--- src/rtl/custom_ahb_pkg.sv ---
// -----------------------------------------------------------------------------
// custom_ahb_pkg
// Shared AHB-Lite encodings for the custom bus matrix blocks.
//   htrans_t     : HTRANS transfer types (IDLE/BUSY/NONSEQ/SEQ)
//   hresp_t      : HRESP responses (OKAY/ERROR)
//   HBURST_INCR  : undefined-length incrementing burst encoding
//   hold_t       : address/control bundle captured by a matrix input stage
// -----------------------------------------------------------------------------
package custom_ahb_pkg;

    typedef enum logic [1:0] {
        HTRANS_IDLE   = 2'b00,
        HTRANS_BUSY   = 2'b01,
        HTRANS_NONSEQ = 2'b10,
        HTRANS_SEQ    = 2'b11
    } htrans_t;

    typedef enum logic {
        HRESP_OKAY  = 1'b0,
        HRESP_ERROR = 1'b1
    } hresp_t;

    localparam logic [2:0] HBURST_INCR = 3'b001;

    typedef struct packed {
        logic        sel;
        logic [31:0] addr;
        logic [1:0]  trans;
        logic        write;
        logic [2:0]  size;
        logic [2:0]  burst;
        logic [3:0]  prot;
        logic [3:0]  master;
        logic        mastlock;
    } hold_t;

endpackage

--- src/rtl/custom_bus_matrix_input_stage.sv ---
// -----------------------------------------------------------------------------
// custom_bus_matrix_input_stage
// Master-side input stage of the custom AHB bus matrix. An accepted address
// phase that cannot be issued immediately (output stage not granted / not
// ready) is captured in a hold register and replayed as a held transfer while
// the master is stalled. Data-phase responses from the owning output stage are
// returned to the master.
//
// Ports:
//   HCLK, HRESETn             clock, asynchronous active-low reset
//   HSELS..HMASTLOCKS, HREADYS master-side address/control and bus HREADY
//   HREADYOUTS, HRESPS        ready / response back to the master
//   active_ip, hready_ip      grant and HREADY of the addressed output stage
//   readyout_ip, resp_ip      data-phase ready / response from output stage
//   sel_op..mastlock_op       address/control presented to output stages
//   held_tran_op              valid transfer presented to output stages
//
// Configuration macro:
//   CUSTOM_BM_INP_SEQ2NSEQ_EN  when defined, a SEQ transfer replayed from the
//                              hold register is presented as NONSEQ/INCR.
// -----------------------------------------------------------------------------
module custom_bus_matrix_input_stage
    import custom_ahb_pkg::*;
(
    input  logic        HCLK,
    input  logic        HRESETn,
    input  logic        HSELS,
    input  logic [31:0] HADDRS,
    input  logic [1:0]  HTRANSS,
    input  logic        HWRITES,
    input  logic [2:0]  HSIZES,
    input  logic [2:0]  HBURSTS,
    input  logic [3:0]  HPROTS,
    input  logic [3:0]  HMASTERS,
    input  logic        HMASTLOCKS,
    input  logic        HREADYS,
    output logic        HREADYOUTS,
    output logic        HRESPS,
    input  logic        active_ip,
    input  logic        hready_ip,
    input  logic        readyout_ip,
    input  logic        resp_ip,
    output logic        sel_op,
    output logic [31:0] addr_op,
    output logic [1:0]  trans_op,
    output logic        write_op,
    output logic [2:0]  size_op,
    output logic [2:0]  burst_op,
    output logic [3:0]  prot_op,
    output logic [3:0]  master_op,
    output logic        mastlock_op,
    output logic        held_tran_op
);

    logic  accept;
    logic  issue;
    logic  pend;
    logic  dphase;
    hold_t live;
    hold_t hold_q;
    hold_t presented;

    always_comb begin
        live.sel      = HSELS;
        live.addr     = HADDRS;
        live.trans    = HTRANSS;
        live.write    = HWRITES;
        live.size     = HSIZES;
        live.burst    = HBURSTS;
        live.prot     = HPROTS;
        live.master   = HMASTERS;
        live.mastlock = HMASTLOCKS;
    end

    // Only NONSEQ/SEQ (HTRANS[1] set) are real transfers; IDLE/BUSY get an
    // immediate OKAY and are never held.
    assign accept       = HSELS & HTRANSS[1] & HREADYS;
    assign held_tran_op = pend | accept;
    assign issue        = held_tran_op & active_ip & hready_ip;

    // The master is stalled while pend is set, so accept and pend never
    // overlap and the hold register cannot be overwritten while pending.
    always_ff @(posedge HCLK or negedge HRESETn) begin
        if (!HRESETn) begin
            pend   <= 1'b0;
            dphase <= 1'b0;
            hold_q <= '0;
        end else begin
            if (accept) begin
                hold_q <= live;
            end
            if (accept & ~issue) begin
                pend <= 1'b1;
            end else if (pend & issue) begin
                pend <= 1'b0;
            end
            if (issue) begin
                dphase <= 1'b1;
            end else if (readyout_ip) begin
                dphase <= 1'b0;
            end
        end
    end

    // A replayed SEQ beat follows re-arbitration, so the slave may have seen
    // other masters in between; restarting it as NONSEQ/INCR keeps the burst
    // legal from the slave's point of view.
    always_comb begin
        presented = pend ? hold_q : live;
`ifdef CUSTOM_BM_INP_SEQ2NSEQ_EN
        if (pend && (hold_q.trans == HTRANS_SEQ)) begin
            presented.trans = HTRANS_NONSEQ;
            presented.burst = HBURST_INCR;
        end
`endif
    end

    assign sel_op      = presented.sel | pend;
    assign addr_op     = presented.addr;
    assign trans_op    = presented.trans;
    assign write_op    = presented.write;
    assign size_op     = presented.size;
    assign burst_op    = presented.burst;
    assign prot_op     = presented.prot;
    assign master_op   = presented.master;
    assign mastlock_op = presented.mastlock;

    assign HREADYOUTS = pend ? 1'b0 : (dphase ? readyout_ip : 1'b1);
    assign HRESPS     = (~pend & dphase) ? resp_ip : HRESP_OKAY;

endmodule

--- config.mk ---
export PLATFORM = sky130hd
export DESIGN_NAME = custom_bus_matrix_input_stage
export DESIGN_NICKNAME = d
export VERILOG_FILES = /design/src/rtl/custom_ahb_pkg.sv /design/src/rtl/custom_bus_matrix_input_stage.sv
export SDC_FILE = /design/constraint.sdc
export NUM_CORES = 1
export LEC_CHECK = 0
export ABC_AREA = 1
export CORE_ASPECT_RATIO = 1.25
export CORE_MARGIN = 5
export CORE_UTILIZATION = 45
export CTS_BUF_LIST = sky130_fd_sc_hd__clkbuf_2 sky130_fd_sc_hd__clkbuf_4 sky130_fd_sc_hd__clkbuf_8
export DETAILED_ROUTE_END_ITERATION = 16
export MAX_ROUTING_LAYER = met4
export PLACE_DENSITY = 0.83
export SLEW_MARGIN = 0
export SYNTH_ARGS = -nofsm -noshare
export SYNTH_HDL_FRONTEND = slang
export SYNTH_SLANG_ARGS = --single-unit
export TNS_END_PERCENT = 30
--- constraint.sdc ---
create_clock -name HCLK -period 2.05 [get_ports HCLK]
set_clock_uncertainty 0.05 [all_clocks]
set_input_delay 0.3075 -clock HCLK [delete_from_list [all_inputs] [get_ports HCLK]]
set_output_delay 0.3075 -clock HCLK [all_outputs]
set_load 0.02 [all_outputs]
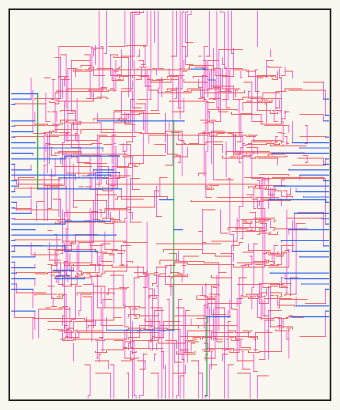
wires.png
(4 px per um)
magenta -> metal 2  # wire length 3070 um
blue -> metal 3  # wire length 554 um
green -> metal 4  # wire length 95.9 um
red -> metal 1  # wire length 2620 um
routed len/inst: 12.2 um
GR Util All Layers: 17.2%
via count: 2397
wirelength, routed: 6340 um

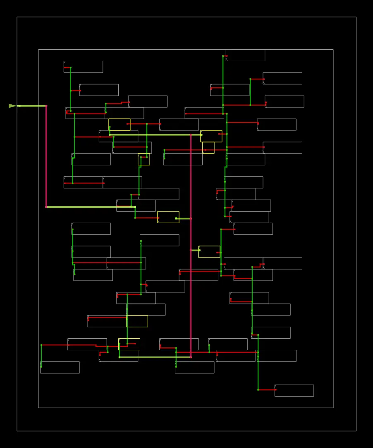
clocks.png
clk pwr: 0.000619 W
TritonCTS buffer count: 5

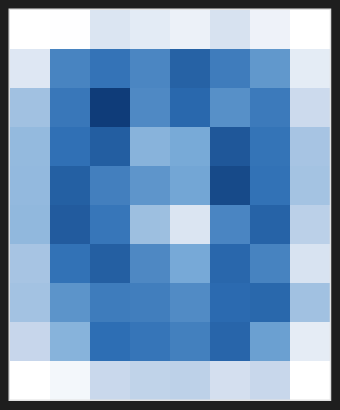
cell_density.png
(4 px per um) 8 x 10 tiles, from white (low) to dark blue (high), 0 to 100% covered.
nearly empty tiles = 6.2%
tiles over 75% full = 18%
mean over tiles = 49%
fullest tile = 95%
Core Area: 5860 um2
floorplan utilization: 47.0%
Final Core Density: 66.9%

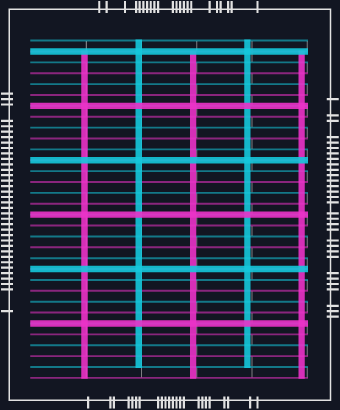
power_grid.png
(4 px per um) Pins as bars on the die edge. Tap cells in gray.
magenta -> VSS
cyan -> VDD
signal pins = 112
tap cells = 82
met5 straps = 6
met4 straps = 5
width of the die: 79.9 um
Die Ht: 97.4 um
worst vdd ir: 507 uV

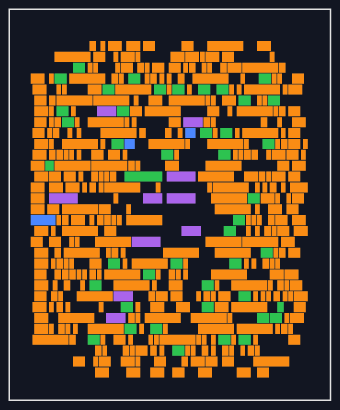
sizes.png
(4 px per um)
orange -> _0 and _1 cells  # cells 382
green -> _2 cells  # cells 44
purple -> _6 and larger  # cells 10
blue -> _3 and _4 cells  # cells 3
P&R area growth vs syn: 42.5%
final worst slack: 0.0221 ns
Final Cell Area: 3920 um2
Signal buffers: 116

==> changes_impl.md <==
### Changed

* Sequential cell area share at 33.2%
* Syn nets at 395
* Fraction of layout instances using a drive strength above 1 at 13.0%
* Vias in the first global route at 2332
* Synthesized registers at 52
* Vias per cell at 4.60
* Worst hold-check path type: register to register
* Non-clock buffer share at 28.9%
* Number of port buffers at 111
* Final hold violations at 0
* CP Launch Point: HTRANSS[1]
* Adder Share, Synth at 0%
* Unrepaired setup endpoints after global routing: no
* Hold Path Sink: hold_q[17]
* Critical Path RT at 1.69 ns
* R2R setup slack at 1.04 ns
* Unique masters post-synth at 14
* Pin count of the biggest net entering global routing at 101
* Combinational fraction of design power at 33.2%
* TNS Setup at 0 ns
* #MultiIn Comb at 210
* Initial DRT Pass Iterations at 6
* Clock sinks at 52
* Average size of a mapped cell at 8.16 um2
* Sequential share of the synthesized area at 47.3%
* Clock power share at 21.9%
* Status: finished, final reports clean
* Synth warn at 0
* Mux frac, synth at 0%
* Yosys Instances at 337
* Dpl cells at 512
* Dpl cell area at 3870 um2
* Drt drc at 0
* Clock slew at reported path FFs at 0.08 ns
* Crit path launch type: primary input
* Critical path class: primary input to primary output
sequential cells by signal (all words and copies together), names as in the netlist:
register,count
dphase,1
hold_q,50
pend,1
layer usage:
metal | vias up | share of wire, % | track usage [%]
li1 | 1243 | - | -
met1 | 1053 | 41 | 21.1
met2 | 93 | 48 | 27.5
met3 | 8 | 8.7 | 4.92
met4 | 0 | 1.5 | 5.07
met5 | - | 0 | -
cells in the mapped netlist:
library cell  instances  share of area [%]
nor2_1                1               0.14
buf_2                 5               0.91
inv_1                53                7.2
dfrtp_1              52                 47
nand2_1             106                 14
buf_6                10                4.1
nand3_1               1               0.18
buf_4                 3               0.82
or2_2                 1               0.23
clkbuf_1              2               0.27
clkbuf_2              2               0.36
o21ai_0              58                 11
o21ai_2              41                 13
a21oi_1               2               0.36
power groups by stage:
stage,clock (W),combinational (W),sequential (W)
2_1_floorplan,0,0.000595,0.00126
3_3_place_gp,0,0.00103,0.00128
3_5_place_dp,0,0.00105,0.00129
4_1_cts,0.000642,0.000954,0.00127
5_1_grt,0.000684,0.00104,0.00129
6_report,0.000619,0.000937,0.00127
worst max-delay path, stage by stage:
cell and delay [ns]:
clkdlybuf4s50_1 0.54, nand3_4 0.10, nand2_1 0.11, clkdlybuf4s50_1 0.62
placed cells by master (no fill, tap or decap):
cell and n:
clkbuf_8 6, o21ai_2 41, o21ai_0 58, nand2_1 106
clkbuf_4 2, or2_2 1, dlygate4sd2_1 52, dfrtp_1 51
buf_12 4, nand3_4 1, clkdlybuf4s50_1 57, a21oi_1 2
nor2_1 1, inv_1 53, dlymetal6s2s_1 1, dfrtp_2 1
buf_2 1, dlygate4sd3_1 1
cells by family after synthesis:
kind of cell | count (synthesis)
buffers and inverters | 75
AND-OR/OR-AND | 101
flip-flops | 52
AND/OR/NAND/NOR | 109
Power and IR drop assume default switching activity.
